## src/rtl/histogram_decomp_scheduler.sv

```systemverilog
// Round-robin scheduler that shares one histogram decompressor between NUM_CH job sources.
// Validates each job's bin sum, sequences start/done and forwards beats tagged with the channel id.
module histogram_decomp_scheduler #(
  parameter int NUM_CH        = 4,
  parameter int STREAM_LENGTH = 128,
  parameter int COUNTER_WIDTH = $clog2(STREAM_LENGTH + 1),
  parameter int CH_W          = $clog2(NUM_CH),
  parameter int TIMEOUT       = 2 * STREAM_LENGTH + 16
) (
  input  logic                              clk,
  input  logic                              rst_n,
  input  logic [NUM_CH-1:0]                 req,
  input  logic [NUM_CH*4*COUNTER_WIDTH-1:0] req_counts,
  output logic [NUM_CH-1:0]                 gnt,
  output logic [NUM_CH-1:0]                 ch_done,
  output logic [NUM_CH-1:0]                 ch_err,
  output logic                              dec_start,
  output logic [COUNTER_WIDTH-1:0]          dec_count_00,
  output logic [COUNTER_WIDTH-1:0]          dec_count_01,
  output logic [COUNTER_WIDTH-1:0]          dec_count_10,
  output logic [COUNTER_WIDTH-1:0]          dec_count_11,
  input  logic                              dec_stream_a,
  input  logic                              dec_stream_b,
  input  logic                              dec_valid,
  input  logic                              dec_done,
  output logic                              out_a,
  output logic                              out_b,
  output logic                              out_valid,
  output logic [CH_W-1:0]                   out_ch,
  output logic                              busy
);

  localparam int CW     = COUNTER_WIDTH;
  localparam int SUM_W  = CW + 2;
  localparam int TMR_W  = $clog2(TIMEOUT + 1);
  localparam int BEAT_W = $clog2(TIMEOUT + 2);

  typedef enum logic [1:0] {IDLE, START, RUN, FINISH} state_t;

  state_t              state_reg, state_next;
  logic [CH_W-1:0]     rr_ptr_reg, rr_ptr_next;
  logic [CH_W-1:0]     out_ch_reg, out_ch_next;
  logic [CW-1:0]       bin_reg [4];
  logic [BEAT_W-1:0]   beat_cnt_reg, beat_cnt_next;
  logic [TMR_W-1:0]    timer_reg, timer_next;
  logic [NUM_CH-1:0]   gnt_reg, gnt_next;
  logic [NUM_CH-1:0]   ch_done_reg, ch_done_next;
  logic [NUM_CH-1:0]   ch_err_reg, ch_err_next;
  logic                out_a_reg, out_a_next;
  logic                out_b_reg, out_b_next;
  logic                out_valid_reg, out_valid_next;
  logic                load_job;

  logic [CW-1:0]       ch_bin [NUM_CH][4];
  logic [SUM_W-1:0]    ch_sum [NUM_CH];
  logic [CH_W-1:0]     sel;
  logic                found;
  logic [CH_W-1:0]     sel_inc;
  logic [NUM_CH-1:0]   sel_onehot;
  logic [NUM_CH-1:0]   job_onehot;
  logic                sum_ok;

  // Unpack each channel's four bins and form its sum two bits wider than a bin.
  generate
    for (genvar gi = 0; gi < NUM_CH; gi++) begin : g_ch
      for (genvar gk = 0; gk < 4; gk++) begin : g_bin
        assign ch_bin[gi][gk] = req_counts[(4*gi+gk)*CW +: CW];
      end
      assign ch_sum[gi] = SUM_W'(ch_bin[gi][0]) + SUM_W'(ch_bin[gi][1])
                        + SUM_W'(ch_bin[gi][2]) + SUM_W'(ch_bin[gi][3]);
    end
  endgenerate

  always_comb begin
    int idx;
    found = 1'b0;
    sel   = '0;
    idx   = 0;
    for (int i = 0; i < NUM_CH; i++) begin
      idx = int'(rr_ptr_reg) + i;
      if (idx >= NUM_CH) idx = idx - NUM_CH;
      if (!found && req[CH_W'(idx)]) begin
        found = 1'b1;
        sel   = CH_W'(idx);
      end
    end
  end

  assign sel_inc    = (int'(sel) == NUM_CH - 1) ? '0 : sel + 1'b1;
  assign sel_onehot = NUM_CH'(1) << sel;
  assign job_onehot = NUM_CH'(1) << out_ch_reg;
  assign sum_ok     = (ch_sum[sel] == SUM_W'(STREAM_LENGTH));

  always_comb begin
    state_next     = state_reg;
    rr_ptr_next    = rr_ptr_reg;
    out_ch_next    = out_ch_reg;
    beat_cnt_next  = beat_cnt_reg;
    timer_next     = timer_reg;
    gnt_next       = '0;
    ch_done_next   = '0;
    ch_err_next    = '0;
    out_a_next     = 1'b0;
    out_b_next     = 1'b0;
    out_valid_next = 1'b0;
    load_job       = 1'b0;
    case (state_reg)
      IDLE: begin
        // The requester only sees the registered gnt one cycle later, so skip
        // arbitration in that cycle to avoid granting its stale request twice.
        if (found && gnt_reg == '0) begin
          gnt_next    = sel_onehot;
          rr_ptr_next = sel_inc;
          if (sum_ok) begin
            load_job    = 1'b1;
            out_ch_next = sel;
            state_next  = START;
          end else begin
            ch_err_next = sel_onehot;
          end
        end
      end
      START: begin
        beat_cnt_next = '0;
        timer_next    = '0;
        state_next    = RUN;
      end
      RUN: begin
        out_a_next     = dec_stream_a;
        out_b_next     = dec_stream_b;
        out_valid_next = dec_valid;
        if (dec_valid) beat_cnt_next = beat_cnt_reg + 1'b1;
        timer_next = timer_reg + 1'b1;
        if (dec_done || timer_reg == TMR_W'(TIMEOUT - 1)) begin
          state_next   = FINISH;
          ch_done_next = job_onehot;
          if (!dec_done || beat_cnt_next != BEAT_W'(STREAM_LENGTH))
            ch_err_next = job_onehot;
        end
      end
      FINISH: begin
        if (!dec_done) state_next = IDLE;
      end
      default: state_next = IDLE;
    endcase
  end

  always_ff @(posedge clk or negedge rst_n) begin
    if (!rst_n) begin
      state_reg     <= IDLE;
      rr_ptr_reg    <= '0;
      out_ch_reg    <= '0;
      beat_cnt_reg  <= '0;
      timer_reg     <= '0;
      gnt_reg       <= '0;
      ch_done_reg   <= '0;
      ch_err_reg    <= '0;
      out_a_reg     <= 1'b0;
      out_b_reg     <= 1'b0;
      out_valid_reg <= 1'b0;
      for (int k = 0; k < 4; k++) bin_reg[k] <= '0;
    end else begin
      state_reg     <= state_next;
      rr_ptr_reg    <= rr_ptr_next;
      out_ch_reg    <= out_ch_next;
      beat_cnt_reg  <= beat_cnt_next;
      timer_reg     <= timer_next;
      gnt_reg       <= gnt_next;
      ch_done_reg   <= ch_done_next;
      ch_err_reg    <= ch_err_next;
      out_a_reg     <= out_a_next;
      out_b_reg     <= out_b_next;
      out_valid_reg <= out_valid_next;
      if (load_job) begin
        for (int k = 0; k < 4; k++) bin_reg[k] <= ch_bin[sel][k];
      end
    end
  end

  assign gnt          = gnt_reg;
  assign ch_done      = ch_done_reg;
  assign ch_err       = ch_err_reg;
  assign dec_start    = (state_reg == START);
  assign busy         = (state_reg != IDLE);
  assign dec_count_00 = bin_reg[0];
  assign dec_count_01 = bin_reg[1];
  assign dec_count_10 = bin_reg[2];
  assign dec_count_11 = bin_reg[3];
  assign out_a        = out_a_reg;
  assign out_b        = out_b_reg;
  assign out_valid    = out_valid_reg;
  assign out_ch       = out_ch_reg;

endmodule
```

## config.mk

```make
export PLATFORM = sky130hd
export DESIGN_NAME = histogram_decomp_scheduler
export DESIGN_NICKNAME = d
export VERILOG_FILES = /design/src/rtl/histogram_decomp_scheduler.sv
export SDC_FILE = /design/constraint.sdc
export NUM_CORES = 1
export LEC_CHECK = 0
export CAP_MARGIN = 20
export CORE_ASPECT_RATIO = 0.7
export CORE_MARGIN = 2
export CORE_UTILIZATION = 45
export DETAILED_ROUTE_END_ITERATION = 12
export HOLD_SLACK_MARGIN = 0.08
export PLACE_DENSITY = 0.89
export SYNTH_ARGS = -nofsm -noshare
export SYNTH_HDL_FRONTEND = slang
export SYNTH_SLANG_ARGS = --single-unit
```

## constraint.sdc

```tcl
create_clock -name clk -period 2.5 [get_ports clk]
set_clock_uncertainty 0.05 [all_clocks]
set_input_delay 0.5 -clock clk [delete_from_list [all_inputs] [get_ports clk]]
set_output_delay 0.5 -clock clk [all_outputs]
set_load 0.05 [all_outputs]
```

==> run_results.csv, run 1 <==
group,metric,value,unit
layout,drive_above_1_share,0.259,
sta,timing.final.max_slew_violations,0,
critical_path,worst_r2r_startpoint,"rr_ptr_reg[0]",
sta,report.final.setup_viol,40,
clocking,cts.clk_slew.worst_paths,0.06,ns
logic_synthesis,yosys.area.top_type,"sky130_fd_sc_hd__dfrtp_1",
floorplan,die-height,108,um
layout,sequential_area,0.00178,sq mm
floorplan,std_cell_rows,38,
placed_design,half_perimeter_wire_length_of_the_detailed_placement_result,19800,um
run_status,run_status,"finished with violations",
sta,finalWorstSetupSlack,-1.83,ns
placed_design,placement.io_buffers,188,
detailed_routing,via_per_inst,6.11,
critical_path,worst-r2r-cell-count,11,
layout,leading_cell_type_in_the_layout_fill_and_taps_excluded,"sky130_fd_sc_hd__nand2_1",
critical_path,slowest_cell_on_the_critical_path,"sky130_fd_sc_hd__fa_1",
clocking,post-cts-setup-buffer-count,18,
worst_hold_path,holdCritPathClass,"input port to asynchronous set/reset pin",
sta,final.min_clock_period,4.33,ns
run_status,violations_in_the_final_reports,"negative setup slack",
global_routing,globalRouteOverflowTotal,0,
critical_path,crit_family,"adder cells",
logic_synthesis,post-synth-top-area-fraction,0.253,
critical_path,cp-startpoint,"req_counts[74]",
logic_synthesis,post-synth-top-count-cell,"sky130_fd_sc_hd__nand2_1",
job,warning_count,35,
clocking,clk_path_buf_depth,2,
global_routing,largest_net_degree_at_the_start_of_global_routing,72,
global_routing,grt_pass1_wl,42400,um
run 1: metrics by stage:
step	hold WS, ns	worst slack [ns]	total power [mW]	setup TNS, ns	instances
final	0.121	-1.83	11.4	-70.45	1275
after global routing	0.149	-1.86	11.8	-72.54	1273
after CTS	0.134	-1.69	10.7	-65.32	1267
after detailed placement	0.440	-2.33	8.76	-92.88	1230
after global placement	0.438	-2.24	8.52	-89.50	1230
after floorplan	0.154	-1.67	6.14	-63.17	765
run 1: cells by family (layout without fill, tap and decap cells):
kind of cell	Yosys count	in the layout	share of synthesized area
AND/OR/NAND/NOR	279	279	0.186
AND-OR/OR-AND	170	170	0.164
adder cells (fa/ha/maj)	110	110	0.265
buffers and inverters	90	397	0.0519
flip-flops	71	71	0.253
multiplexers	33	33	0.0651
XOR/XNOR	12	12	0.0150
other	0	3	0
run 1: power by group:
part / total [mW] / leakage (nW) / switching, mW / internal (mW)
logic: 8.07 / 3.94 / 4.74 / 3.32
registers: 1.85 / 0.919 / 0.318 / 1.54
clock network: 1.46 / 0.163 / 0.557 / 0.907
total: 11.4 / 5.02 / 5.62 / 5.77
run 1: cell type report:
type | count | area share
clock inverter | 6 | 0.00847
tap | 200 | 0.0232
inverter | 58 | 0.0202
multi-input combinational | 604 | 0.484
clock buffer | 10 | 0.0222
antenna | 3 | 0.000696
sequential | 71 | 0.165
timing repair buffer | 323 | 0.277
run 1: per-layer routing:
layer / track usage / vias to the layer above / share of wire
li1: - / 3296 / -
met1: 0.434 / 3754 / 0.38
met2: 0.509 / 601 / 0.44
met3: 0.113 / 136 / 0.13
met4: 0.130 / 4 / 0.046
met5: 0 / - / 0.0017
**Run 1: zoomed window**

Window x 18 to 58, y 61 to 101 um. Cells in grey, sequential cells in the stronger grey; small squares are vias.
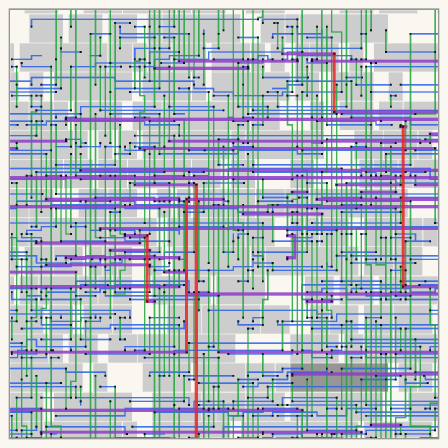
Key: blue = M1; red = M4; green = M2; purple = M3
Netlist names of flops here include `dec_count_10` (1). Sequential cells in the window: 1. 152 logic cells have their middle in the window. Most frequent: nand2_1 (31), buf_4 (28), fa_1 (13).

**Run 1: metal layers overlaid**

Only two layers are drawn.
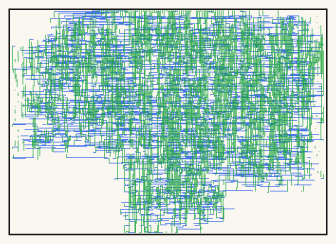
Key: green = M2 [wire length 12800 um]; blue = M1 [wire length 11100 um]

**Run 1: the clock network**

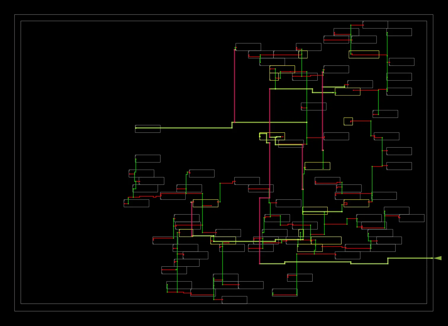
number of sequential storage elements: 71
number of buffers added by the clock tree synthesis step: 9
number of clock sinks seen by CTS: 71

==> inputs of run 2 (changes only) <==
--- a/config.mk
+++ b/config.mk
@@ -5,13 +5,13 @@
 export SDC_FILE = /design/constraint.sdc
 export NUM_CORES = 1
 export LEC_CHECK = 0
-export CAP_MARGIN = 20
+export CAP_MARGIN = 15
 export CORE_ASPECT_RATIO = 0.7
 export CORE_MARGIN = 2
-export CORE_UTILIZATION = 45
+export CORE_UTILIZATION = 43
 export DETAILED_ROUTE_END_ITERATION = 12
 export HOLD_SLACK_MARGIN = 0.08
-export PLACE_DENSITY = 0.89
+export PLACE_DENSITY = 0.86
 export SYNTH_ARGS = -nofsm -noshare
 export SYNTH_HDL_FRONTEND = slang
 export SYNTH_SLANG_ARGS = --single-unit
==> run_results.csv, run 2 <==
group,metric,value,unit
global_routing,met2_usage,0.445,
placed_design,pre_cts_ws,-2.32,ns
placed_design,half_perimeter_wire_length_of_the_detailed_placement_result,19000,um
sta,hold-worst-slack,0.121,ns
critical_path,cp-startpoint,"req_counts[81]",
layout,drive_above_1_share,0.223,
critical_path,worst-r2r-cell-count,11,
detailed_routing,met3RoutedLength,2840,um
clocking,cts-buffers-inserted,9,
global_routing,largest_net_degree_at_the_start_of_global_routing,53,
sta,final.min_clock_period,4.38,ns
layout,leading_cell_type_in_the_layout_fill_and_taps_excluded,"sky130_fd_sc_hd__nand2_1",
logic_synthesis,post-synth-top-area-fraction,0.253,
floorplan,std_cell_rows,39,
detailed_routing,routedLengthMet1,10700,um
placed_design,placement.io_buffers,188,
job,warning_count,35,
worst_hold_path,holdCritPathClass,"input port to asynchronous set/reset pin",
run_status,run_status,"finished with violations",
critical_path,worst_r2r_startpoint,"rr_ptr_reg[0]",
run_status,violations_in_the_final_reports,"negative setup slack",
power,power_sequential,1.85,mW
power,sw_frac_of_total,0.488,
sta,report.final.setup_viol,40,
sta,finalWorstSetupSlack,-1.88,ns
global_routing,grt_busiest_layer,"met2",
power,p_clk,1.41,mW
layout,finish.cell_count_without_fillers,1271,
run 2: cell counts after synthesis:
Identical to the previous run, type by type.
run 2: final cells by class:
class	count	area [sq um]	share of cell area
antenna	2	5.00	0.000474
tap	225	282	0.0267
clock buffer	10	229	0.0217
inverter	58	218	0.0206
clock inverter	6	85.1	0.00806
timing repair buffer	295	2780	0.263
sequential	71	1780	0.168
multi-input combinational	604	5180	0.491
run 2: repair_timing:
item                                    in CTS  in global routing
buffers inserted                            10                  4
endpoints found under the setup margin      40                 41
gates cloned                                 4                  0
pin swaps                                   62                 38
gates resized                              117                 41
run 2: cell families after synthesis:
kind of cell,count (synthesis),share of synthesized area
and+or+nand+nor,279,0.186
AOI/OAI and AO/OA,170,0.164
adders and majority gates,110,0.265
buffers and inverters,90,0.0519
DFF,71,0.253
muxes,33,0.0651
xor gates and xnor gates,12,0.0150
run 2: critical path, cell delays in order:
cell,delay (ns)
sky130_fd_sc_hd__buf_6,0.10
sky130_fd_sc_hd__fa_1,0.55
sky130_fd_sc_hd__fa_1,0.42
sky130_fd_sc_hd__ha_2,0.22
sky130_fd_sc_hd__fa_2,0.40
sky130_fd_sc_hd__buf_6,0.13
sky130_fd_sc_hd__a211o_1,0.25
sky130_fd_sc_hd__o211ai_1,0.20
sky130_fd_sc_hd__nand2_1,0.14
sky130_fd_sc_hd__mux2i_1,0.16
sky130_fd_sc_hd__o31a_1,0.37
sky130_fd_sc_hd__a311oi_4,0.37
sky130_fd_sc_hd__nand2_4,0.14
sky130_fd_sc_hd__buf_6,0.17
sky130_fd_sc_hd__buf_16,0.15
sky130_fd_sc_hd__mux2_4,0.30
**Run 2: metal layers overlaid**

Only two layers are drawn.
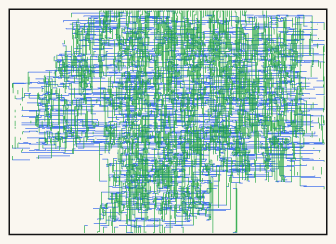
Key: blue = M1 [wire length 10700 um]; green = M2 [wire length 11800 um]

==> inputs of run 3 (changes only) <==
--- a/config.mk
+++ b/config.mk
@@ -5,6 +5,7 @@
 export SDC_FILE = /design/constraint.sdc
 export NUM_CORES = 1
 export LEC_CHECK = 0
+export ABC_CLOCK_PERIOD_IN_PS = 2500
 export CAP_MARGIN = 15
 export CORE_ASPECT_RATIO = 0.7
 export CORE_MARGIN = 2
**Run 3: metal layers overlaid**

Only two layers are drawn.
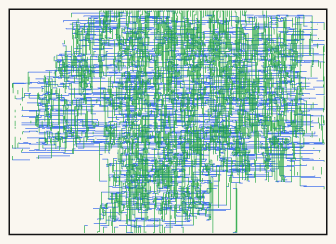
total routing usage reported by global routing: 0.296
via count of the routed design: 7426
DRT Wirelength: 26400 um
wire length per cell after detailed routing: 20.7 um

==> run_results.csv, run 3 <==
group,metric,value,unit
placed_design,numPlacedInstances,1240,
critical_path,slowest_cell_on_the_critical_path,"sky130_fd_sc_hd__fa_1",
clocking,clk_path_buf_depth,2,
critical_path,cp-startpoint,"req_counts[81]",
detailed_routing,routedLengthMet1,10700,um
layout,leading_cell_type_in_the_layout_fill_and_taps_excluded,"sky130_fd_sc_hd__nand2_1",
clocking,cts_num_sinks,71,
detailed_routing,met2_length,11800,um
critical_path,crit_path_max_incr_delay,0.55,ns
detailed_routing,met3RoutedLength,2840,um
placed_design,half_perimeter_wire_length_of_the_detailed_placement_result,19000,um
sta,hold-worst-slack,0.121,ns
detailed_routing,top_layer_used,"met4",
floorplan,die-height,111,um
global_routing,largest_net_degree_at_the_start_of_global_routing,53,
layout,finish.cell_count_without_fillers,1271,
sta,final.min_clock_period,4.38,ns
placed_design,pre_cts_ws,-2.32,ns
power,total_power,10.9,mW
run_status,run_status,"finished with violations",
clocking,cts-buffers-inserted,9,
critical_path,worst-r2r-cell-count,11,
global_routing,grt_pass1_wl,39200,um
global_routing,globalRouteOverflowTotal,0,
clocking,cts.clk_slew.worst_paths,0.06,ns
job,warning_count,35,
run_status,violations_in_the_final_reports,"negative setup slack",
logic_synthesis,post-synth-top-area-fraction,0.253,
sta,report.final.setup_viol,40,
layout,drive_above_1_share,0.223,
sta,finalWorstSetupSlack,-1.88,ns
## run 3: cell counts in the layout (fill, tap and decap cells not counted)
Identical to the previous run, type by type.
## run 3: cell type report
| cell class | instances | area [sq um] | area share |
|---|---|---|---|
| antenna | 2 | 5.00 | 0.000474 |
| clock buffer | 10 | 229 | 0.0217 |
| clock inverter | 6 | 85.1 | 0.00806 |
| timing repair buffer | 295 | 2780 | 0.263 |
| tap | 225 | 282 | 0.0267 |
| multi-input combinational | 604 | 5180 | 0.491 |
| sequential | 71 | 1780 | 0.168 |
| inverter | 58 | 218 | 0.0206 |
## run 3: report_power, final
group          leakage, nW  internal, mW  switching (mW)
combinational         3.81          3.18            4.48
sequential           0.919          1.54           0.316
clock                0.148         0.870           0.536
total                 4.88          5.59            5.33
## run 3: kinds of logic after synthesis
family | after synthesis | share of synthesized area
simple gates | 279 | 0.186
compound gates | 170 | 0.164
fa+ha+maj | 110 | 0.265
buf+inv | 90 | 0.0519
flops | 71 | 0.253
mux | 33 | 0.0651
xor+xnor | 12 | 0.0150
## run 3: routing by layer
layer | GRT usage | vias up
met3 | 0.0973 | 92
met5 | 0 | -
met2 | 0.445 | 476
met1 | 0.393 | 3621
li1 | - | 3237
met4 | 0.120 | 0
## run 3: worst max-delay path, delay by kind of cell
kind	cells	cell delay [ns]
AND/OR/NAND/NOR	2	0.28
buffers and inverters	4	0.55
multiplexers	2	0.46
AND-OR/OR-AND	4	1.19
adder cells (fa/ha/maj)	4	1.59
## run 3: repair_timing
item / 4_1_cts / 5_1_grt
gates resized: 117 / 41
setup endpoints to repair: 40 / 41
cloned: 4 / 0
setup buffers: 10 / 4
pin swaps: 62 / 38
Power is estimated from default activity; no workload was simulated.
